[src/rtl/downscale_dma_if.sv]
// Word-RAM bus between the downscale DMA (master) and the RAM/arbiter side (slave).
// The arbiter grants the bus through mem_gnt; read data returns one cycle after the address.
interface downscale_dma_if #(
    parameter int ADDR_W = 16
);
    logic              mem_gnt;
    logic              o_mem_we;
    logic [3:0]        o_mem_byte_en;
    logic [ADDR_W-1:0] o_mem_addr;
    logic [31:0]       o_mem_wdata;
    logic [31:0]       i_mem_rdata;

    modport master (
        input  mem_gnt, i_mem_rdata,
        output o_mem_we, o_mem_byte_en, o_mem_addr, o_mem_wdata
    );

    modport slave (
        output mem_gnt, i_mem_rdata,
        input  o_mem_we, o_mem_byte_en, o_mem_addr, o_mem_wdata
    );
endinterface

[src/rtl/downscale_dma.sv]
// Reads an 8-bit grayscale image from word RAM (4 px/word), box-averages each 2x2 block
// and writes the half-size image back, one output word per four source-word reads.
module downscale_dma #(
    parameter int ADDR_W = 16,
    parameter int DIM_W  = 10
) (
    input  logic              clk,
    input  logic              rst_n,
    input  logic              start,
    input  logic [ADDR_W-1:0] src_base,
    input  logic [ADDR_W-1:0] dst_base,
    input  logic [DIM_W-1:0]  src_wwords,
    input  logic [DIM_W-1:0]  src_rows,
    output logic              busy,
    output logic              done,
    downscale_dma_if.master   mem
);
    typedef enum logic [2:0] {IDLE, RD0, RD1, RD2, RD3, DRAIN, WR, DONE} state_e;

    state_e            state_q;
    logic              busy_q, done_q, we_q, pend_q;
    logic [3:0]        be_q;
    logic [1:0]        slot_q;
    logic [ADDR_W-1:0] addr_q, row_ptr_q, col_off_q, stride_q, dst_ptr_q;
    logic [31:0]       wdata_q;
    logic [DIM_W-1:0]  w_q, h_q, col_q, row_q;
    logic [3:0][31:0]  d_q, d_d;

    logic [DIM_W-1:0]  w_d, h_d;
    logic [ADDR_W-1:0] stride_d, row_ptr_d, col_off_d;
    logic              last_col, last_row;

    function automatic logic [7:0] avg4(input logic [7:0] a, input logic [7:0] b,
                                        input logic [7:0] c, input logic [7:0] d);
        logic [9:0] s;
        s = 10'(a) + 10'(b) + 10'(c) + 10'(d) + 10'd2;
        return 8'(s >> 2);
    endfunction

    // d[0]/d[1] are the top row's two words, d[2]/d[3] the bottom row's.
    function automatic logic [31:0] downscale_word(input logic [3:0][31:0] d);
        logic [63:0] top, bot;
        logic [31:0] r;
        top = {d[1], d[0]};
        bot = {d[3], d[2]};
        for (int j = 0; j < 4; j++)
            r[8*j +: 8] = avg4(top[16*j +: 8], top[16*j+8 +: 8], bot[16*j +: 8], bot[16*j+8 +: 8]);
        return r;
    endfunction

    always_comb begin
        d_d = d_q;
        if (pend_q)
            d_d[slot_q] = mem.i_mem_rdata;
    end

    assign w_d       = src_wwords & ~DIM_W'(1);
    assign h_d       = src_rows & ~DIM_W'(1);
    assign stride_d  = ADDR_W'({w_d, 2'b00});
    assign last_col  = (col_q + DIM_W'(1)) == (w_q >> 1);
    assign last_row  = (row_q + DIM_W'(2)) == h_q;
    assign row_ptr_d = last_col ? row_ptr_q + (stride_q << 1) : row_ptr_q;
    assign col_off_d = last_col ? '0 : col_off_q + ADDR_W'(8);

    always_ff @(posedge clk or negedge rst_n) begin
        if (!rst_n) begin
            state_q   <= IDLE;
            busy_q    <= 1'b0;
            done_q    <= 1'b0;
            we_q      <= 1'b0;
            be_q      <= 4'h0;
            addr_q    <= '0;
            wdata_q   <= '0;
            row_ptr_q <= '0;
            col_off_q <= '0;
            stride_q  <= '0;
            dst_ptr_q <= '0;
            w_q       <= '0;
            h_q       <= '0;
            col_q     <= '0;
            row_q     <= '0;
            pend_q    <= 1'b0;
            slot_q    <= 2'd0;
            d_q       <= '0;
        end else begin
            done_q <= 1'b0;
            pend_q <= 1'b0;
            d_q    <= d_d;
            case (state_q)
                IDLE: if (start) begin
                    busy_q    <= 1'b1;
                    w_q       <= w_d;
                    h_q       <= h_d;
                    stride_q  <= stride_d;
                    dst_ptr_q <= dst_base;
                    row_ptr_q <= src_base;
                    col_off_q <= '0;
                    col_q     <= '0;
                    row_q     <= '0;
                    if (w_d == '0 || h_d == '0) begin
                        state_q <= DONE;
                    end else begin
                        addr_q  <= src_base;
                        state_q <= RD0;
                    end
                end
                RD0: if (mem.mem_gnt) begin
                    pend_q  <= 1'b1;
                    slot_q  <= 2'd0;
                    addr_q  <= addr_q + ADDR_W'(4);
                    state_q <= RD1;
                end
                RD1: if (mem.mem_gnt) begin
                    pend_q  <= 1'b1;
                    slot_q  <= 2'd1;
                    addr_q  <= row_ptr_q + stride_q + col_off_q;
                    state_q <= RD2;
                end
                RD2: if (mem.mem_gnt) begin
                    pend_q  <= 1'b1;
                    slot_q  <= 2'd2;
                    addr_q  <= addr_q + ADDR_W'(4);
                    state_q <= RD3;
                end
                RD3: if (mem.mem_gnt) begin
                    pend_q  <= 1'b1;
                    slot_q  <= 2'd3;
                    state_q <= DRAIN;
                end
                // The last read word arrives this cycle and feeds the average directly.
                DRAIN: begin
                    we_q    <= 1'b1;
                    be_q    <= 4'hF;
                    addr_q  <= dst_ptr_q;
                    wdata_q <= downscale_word(d_d);
                    state_q <= WR;
                end
                WR: if (mem.mem_gnt) begin
                    we_q      <= 1'b0;
                    be_q      <= 4'h0;
                    dst_ptr_q <= dst_ptr_q + ADDR_W'(4);
                    row_ptr_q <= row_ptr_d;
                    col_off_q <= col_off_d;
                    col_q     <= last_col ? '0 : col_q + DIM_W'(1);
                    row_q     <= last_col ? row_q + DIM_W'(2) : row_q;
                    if (last_col && last_row) begin
                        state_q <= DONE;
                    end else begin
                        addr_q  <= row_ptr_d + col_off_d;
                        state_q <= RD0;
                    end
                end
                DONE: begin
                    busy_q  <= 1'b0;
                    done_q  <= 1'b1;
                    state_q <= IDLE;
                end
                default: state_q <= IDLE;
            endcase
        end
    end

    assign busy              = busy_q;
    assign done              = done_q;
    assign mem.o_mem_we      = we_q;
    assign mem.o_mem_byte_en = be_q;
    assign mem.o_mem_addr    = addr_q;
    assign mem.o_mem_wdata   = wdata_q;
endmodule

[src/flat_wrapper.sv]
// flat-port wrapper written by rule: the top's interface ports become plain ports
module downscale_dma_flat 
#(
    parameter int ADDR_W = 16,
    parameter int DIM_W  = 10
)
  (clk, rst_n, start, src_base, dst_base, src_wwords, src_rows, busy, done, mem_mem_gnt, mem_i_mem_rdata, mem_o_mem_we, mem_o_mem_byte_en, mem_o_mem_addr, mem_o_mem_wdata);
  downscale_dma_if #(.ADDR_W(ADDR_W)) mem_i ();
  input  logic clk;
  input  logic rst_n;
  input  logic start;
  input  logic [ADDR_W-1:0] src_base;
  input  logic [ADDR_W-1:0] dst_base;
  input  logic [DIM_W-1:0] src_wwords;
  input  logic [DIM_W-1:0] src_rows;
  output logic busy;
  output logic done;
  input wire logic [$bits(mem_i.mem_gnt)-1:0] mem_mem_gnt;
  input wire logic [$bits(mem_i.i_mem_rdata)-1:0] mem_i_mem_rdata;
  output wire logic [$bits(mem_i.o_mem_we)-1:0] mem_o_mem_we;
  output wire logic [$bits(mem_i.o_mem_byte_en)-1:0] mem_o_mem_byte_en;
  output wire logic [$bits(mem_i.o_mem_addr)-1:0] mem_o_mem_addr;
  output wire logic [$bits(mem_i.o_mem_wdata)-1:0] mem_o_mem_wdata;
  assign mem_i.mem_gnt = mem_mem_gnt;
  assign mem_i.i_mem_rdata = mem_i_mem_rdata;
  assign mem_o_mem_we = mem_i.o_mem_we;
  assign mem_o_mem_byte_en = mem_i.o_mem_byte_en;
  assign mem_o_mem_addr = mem_i.o_mem_addr;
  assign mem_o_mem_wdata = mem_i.o_mem_wdata;
  downscale_dma #(.ADDR_W(ADDR_W), .DIM_W(DIM_W)) u_core (.clk(clk), .rst_n(rst_n), .start(start), .src_base(src_base), .dst_base(dst_base), .src_wwords(src_wwords), .src_rows(src_rows), .busy(busy), .done(done), .mem(mem_i));
endmodule
[config.mk]
export PLATFORM = sky130hd
export DESIGN_NAME = downscale_dma_flat
export DESIGN_NICKNAME = d
export VERILOG_FILES = /design/src/rtl/downscale_dma_if.sv /design/src/rtl/downscale_dma.sv /design/src/flat_wrapper.sv
export SDC_FILE = /design/constraint.sdc
export NUM_CORES = 1
export LEC_CHECK = 0
export ABC_AREA = 1
export CAP_MARGIN = 25
export CORE_ASPECT_RATIO = 2
export CORE_MARGIN = 2
export CORE_UTILIZATION = 50
export CTS_CLUSTER_DIAMETER = 200
export DETAILED_ROUTE_END_ITERATION = 8
export GPL_ROUTABILITY_DRIVEN = 1
export PLACE_DENSITY = 0.73
export SYNTH_ARGS = -nofsm -noshare
export SYNTH_HDL_FRONTEND = slang
export SYNTH_SLANG_ARGS = --single-unit
[constraint.sdc]
create_clock -name clk -period 3.99 [get_ports clk]
set_input_delay 0.798 -clock clk [delete_from_list [all_inputs] [get_ports clk]]
set_output_delay 0.798 -clock clk [all_outputs]
set_load 0.02 [all_outputs]
Fig. 1: gate families picked out
Scale bar: 50 um.
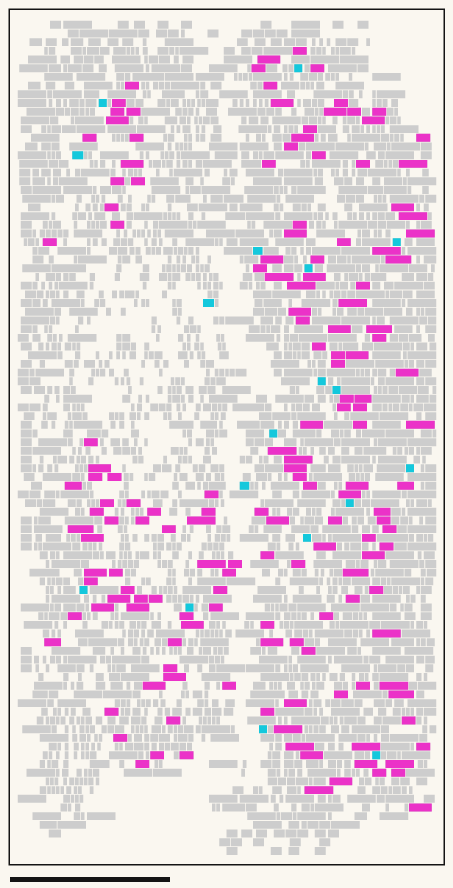
family	colour	cells	most used
AND-OR and OR-AND gates	cyan	18	a21o_1
adder and majority cells	magenta	159	ha_1

Fig. 2: register map, names as in the netlist
Scale bar: 50 um. Other sequential cells in the stronger grey, the rest of the logic in the fainter grey.
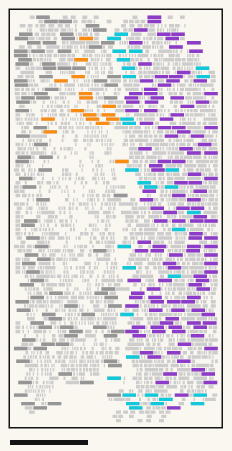
name in the netlist	colour	flops
`u_core.mem.o_mem_wdata`	cyan	32
`u_core.mem.o_mem_addr`	orange	16
`u_core.d_q`	purple	128
not coloured	94

==> impl_metrics.tcl <==
# metrics dict for downstream scripts
set metrics [dict create \
    outcome "finished, violations left" \
    violations "setup timing" \
    clock_skew_ns 0.0200 \
    use_met3 0.0307 \
    synth-main-ff-cell "sky130_fd_sc_hd__dfrtp_1" \
    nNonClkInverters 321 \
    antenna_found_initial 1 \
    combAreaFraction 0.441 \
    synthMuxAreaShare 0.0108 \
    final.period_utilization 1.02 \
    layout.area.top_class "combinational gates" \
    worst_skew_late_latency_ns 0.56 \
    grt_first_pass_wirelength_mm 84.2 \
    fmaxAchievable_mhz 247 \
    final.setup.worst_slack_ns -0.0653 \
    ff_count 270 \
    synth.top_cell.area_share 0.390 \
    design.portCount 143 \
    synth-edff-count 0 \
    critPathArrivalTime_ns 4.47 \
    chipArea_sq_mm 0.0362 \
    drt-initial-drc-count 852 \
    netlist_instances 2136 \
    grt_overflow 0 \
    final_design_area_no_fill_sq_mm 0.0228 \
    r2r.worst_path.cells 18 \
    reg2reg_from "u_core.slot_q[1]$_DFFE_PN0P_" \
    clk_root_buffer_cell "sky130_fd_sc_hd__clkbuf_16" \
    floorplan.nets 2383 \
    dpl_worst_slack_ns -0.637 \
    dp.final_hpwl_mm 41.0 \
    gp_weighted_congestion 0.984 \
    most_popular_library_cell_in_the_synthesized_design_by_count "sky130_fd_sc_hd__nand2_1" \
    asyncSetResetFlopFracSynth 1.00 \
    share_of_synthesized_cell_area_in_and_or_and_or_and_compound_cells 0.154 \
    setup_viol 2 \
    adder_share 0.133 \
    post_drt_via_cell_ratio 5.54 \
    cts.clk_slew.worst_paths_ns 0.07 \
    postCtsSetupBuffers 5 \
    grt_util_met2 0.568 \
    time_the_final_worst_path_needs_with_i_o_delays_and_setup_ns 4.06 \
    die_y_um 267 \
    rsz0062_at_grt "yes" \
]
Fig. 3: cell classes on the final placement
Scale bar: 50 um.
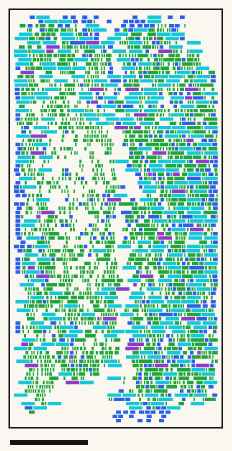
class	colour	cells	share of their area
combinational and other logic	green	1805	51%
flops	cyan	270	30%
clock drivers and dummy loads	purple	49	4.2%
other buffers and delay cells	blue	360	15%

